Clock wiring as the flow saved it:
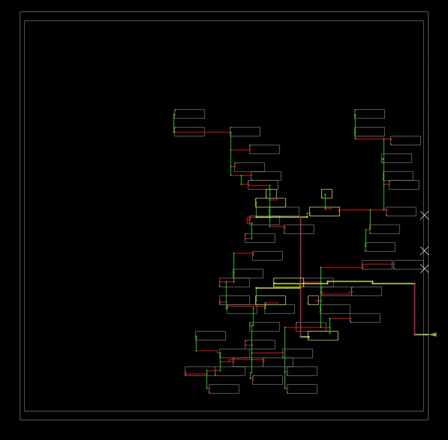
Sequential cells grouped by signal name:
Other sequential cells in the stronger gray, the rest of the logic in the fainter gray.
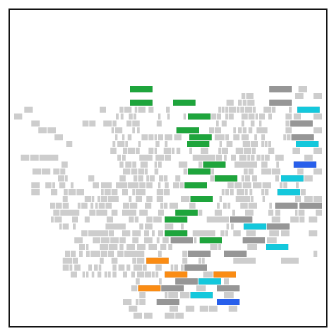
Metal layers overlaid:
Bar = 50 µm.
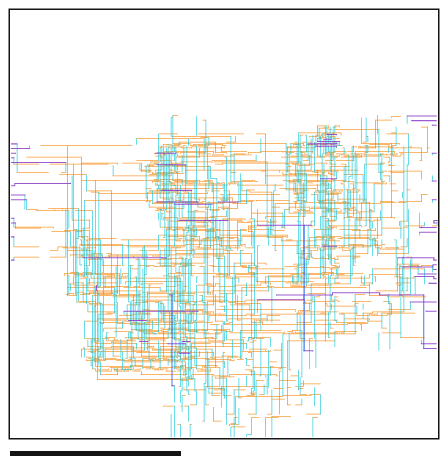
Clock distribution:
Bar = 50 µm.
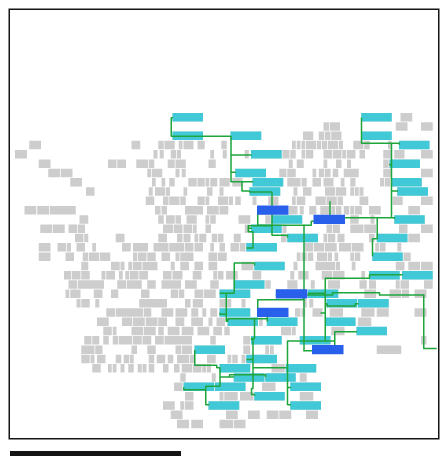
--- config.mk ---
export PLATFORM = sky130hd
export DESIGN_NAME = loba_split_pipe
export DESIGN_NICKNAME = d
export VERILOG_FILES = /design/src/rtl/loba_split_pipe.sv
export SDC_FILE = /design/constraint.sdc
export NUM_CORES = 1
export LEC_CHECK = 0
export CAP_MARGIN = 25
export CORE_UTILIZATION = 23
export CTS_CLUSTER_DIAMETER = 40
export DETAILED_ROUTE_END_ITERATION = 12
export SYNTH_ARGS = -nofsm -noshare
export SYNTH_HDL_FRONTEND = slang
export SYNTH_SLANG_ARGS = --single-unit
--- constraint.sdc ---
create_clock -name clk -period 3.81 [get_ports clk]
set_input_delay 0.762 -clock clk [delete_from_list [all_inputs] [get_ports clk]]
set_output_delay 0.762 -clock clk [all_outputs]
set_load 0.1 [all_outputs]
--- src/rtl/loba_split_pipe.sv ---
// Pipelined leading-one-aligned operand splitter: one elastic stage per P-bit segment.
// Stage s extracts segment s from the residual left by stage s-1 and forwards all earlier fields.
module loba_split_pipe #(
  parameter int W = 16,
  parameter int P = 4,
  parameter int S = 2
) (
  input  logic                      clk,
  input  logic                      rst_n,
  input  logic                      in_valid,
  output logic                      in_ready,
  input  logic [W-1:0]              in_x,
  output logic                      out_valid,
  input  logic                      out_ready,
  output logic [S*P-1:0]            out_seg,
  output logic [S*$clog2(W)-1:0]    out_k,
  output logic [S-1:0]              out_segv,
  output logic                      out_zero
);

  localparam int KW = $clog2(W);

  if (W < 2*P) begin : g_bad_width
    $error("loba_split_pipe: W must be at least 2*P");
  end
  if (S < 1) begin : g_bad_stages
    $error("loba_split_pipe: S must be at least 1");
  end

  function automatic logic [KW-1:0] lead_one(input logic [W-1:0] r);
    lead_one = '0;
    for (int i = 0; i < W; i++) begin
      if (r[i]) lead_one = KW'(i);
    end
  endfunction

  logic [S-1:0] vld;
  logic [S-1:0] ld;

  // A stage may load when it or any later stage has a hole, or the output drains.
  always_comb begin
    logic all_full;
    all_full = 1'b1;
    ld = '0;
    for (int s = S-1; s >= 0; s--) begin
      all_full = all_full & vld[s];
      ld[s] = out_ready | ~all_full;
    end
  end

  for (genvar s = 0; s < S; s++) begin : g_st
    logic              v_q;
    logic [S*P-1:0]    seg_q;
    logic [S*KW-1:0]   k_q;
    logic [S-1:0]      segv_q;
    logic              z_q;

    logic              v_in;
    logic [W-1:0]      r_in;
    logic [S*P-1:0]    seg_in;
    logic [S*KW-1:0]   k_in;
    logic [S-1:0]      segv_in;
    logic              z_in;

    logic [S*P-1:0]    seg_d;
    logic [S*KW-1:0]   k_d;
    logic [S-1:0]      segv_d;
    logic [KW-1:0]     q;
    logic [P-1:0]      win;
    logic              hit;

    assign vld[s] = v_q;

    if (s == 0) begin : g_src
      assign v_in    = in_valid;
      assign r_in    = in_x;
      assign seg_in  = '0;
      assign k_in    = '0;
      assign segv_in = '0;
      assign z_in    = ~|in_x;
    end else begin : g_src
      assign v_in    = g_st[s-1].v_q;
      assign r_in    = g_st[s-1].g_res.r_q;
      assign seg_in  = g_st[s-1].seg_q;
      assign k_in    = g_st[s-1].k_q;
      assign segv_in = g_st[s-1].segv_q;
      assign z_in    = g_st[s-1].z_q;
    end

    assign q   = lead_one(r_in);
    assign hit = (|r_in) && (q >= KW'(P-1));
    assign win = P'(r_in >> (q - KW'(P-1)));

    // The first segment is always present; small operands fall back to the low P bits.
    always_comb begin
      seg_d  = seg_in;
      k_d    = k_in;
      segv_d = segv_in;
      if (hit) begin
        seg_d[s*P +: P]   = win;
        k_d[s*KW +: KW]   = q;
        segv_d[s]         = 1'b1;
      end else if (s == 0) begin
        seg_d[s*P +: P]   = r_in[P-1:0];
        k_d[s*KW +: KW]   = KW'(P-1);
        segv_d[s]         = 1'b1;
      end
    end

    always_ff @(posedge clk or negedge rst_n) begin
      if (!rst_n) begin
        v_q    <= 1'b0;
        seg_q  <= '0;
        k_q    <= '0;
        segv_q <= '0;
        z_q    <= 1'b0;
      end else begin
        if (ld[s]) v_q <= v_in;
        if (ld[s] && v_in) begin
          seg_q  <= seg_d;
          k_q    <= k_d;
          segv_q <= segv_d;
          z_q    <= z_in;
        end
      end
    end

    if (s < S-1) begin : g_res
      logic [W-1:0] r_q;
      logic [W-1:0] mask;

      // Tails shorter than a full segment cannot yield another aligned segment, so drop them.
      assign mask = (W'(1) << (q - KW'(P-1))) - W'(1);

      always_ff @(posedge clk or negedge rst_n) begin
        if (!rst_n) begin
          r_q <= '0;
        end else if (ld[s] && v_in) begin
          r_q <= (hit && (q >= KW'(2*P-1))) ? (r_in & mask) : '0;
        end
      end
    end
  end

  assign in_ready  = ld[0];
  assign out_valid = vld[S-1];
  assign out_seg   = g_st[S-1].seg_q;
  assign out_k     = g_st[S-1].k_q;
  assign out_segv  = g_st[S-1].segv_q;
  assign out_zero  = g_st[S-1].z_q;

endmodule

==> Changelog: implementation <==
### Implementation results

- Seq group: roughly 0.69 mW
- Routed length on met1: 5202 µm
- Post-synth area hogs: dfrtp_1, nand2_1, mux2i_1
- Layout clock buffer count: 5
- Post-Syn Area per Cell: 8.449 µm²
- Layout clock area frac: 3.319%
- Synth warn: 0
- Core Util, Final: between 30% and 40%
- Antenna violations before repair: 0
- Switching share of power: 48.11%
- Fin worst setup slack: 247.9 ps
- Comb gates: 326
- Post-DP Area: 0.004379 mm²
- GRT Util Overall: 13.40%
- Post-cts gate resize count: 0
- First-pass GRT wire length: between 15000 and 20000 µm
- Residual DRC: 6
- CTS buffer count: 5
- Yosys cell types: 57
- Busiest grt layer: met2
- Status: finished, violations left
- CTS clock-pin slew for the worst setup and hold paths: 70 ps
- Worst setup SP type: input pin
- Max cap viols: 0
- M2 GR Usage: 21.95%
- Fin. max-slew vios: 0
- Clock power share: 17.2%
- Inverter count: 10
- P_int: 1.350 mW
- Failing checks: DRC
Notes on 'clock wiring as the flow saved it' above:
seq_cells: 47
clk sinks: 47

Notes on 'sequential cells grouped by signal name' above:
- out_segv: blue (placed flops 2)
- out_k: cyan (placed flops 8)
- g_st.g_res.r_q: green (placed flops 16; where center)
- g_st.seg_q: orange (placed flops 4; where bottom center)

Notes on 'metal layers overlaid' above:
- M4: blue (wire length 78.9 µm)
- M3: purple (wire length 386 µm)
- M1: orange (wire length 5200 µm)
- M2: cyan (wire length 4640 µm)

Notes on 'clock distribution' above:
- clock wires: green (length 563 µm)
- flip-flops: cyan (count 47)
- clock-net drivers: blue (count 5)
- routed clock nets: 6

Power is estimated from default activity; no workload was simulated.
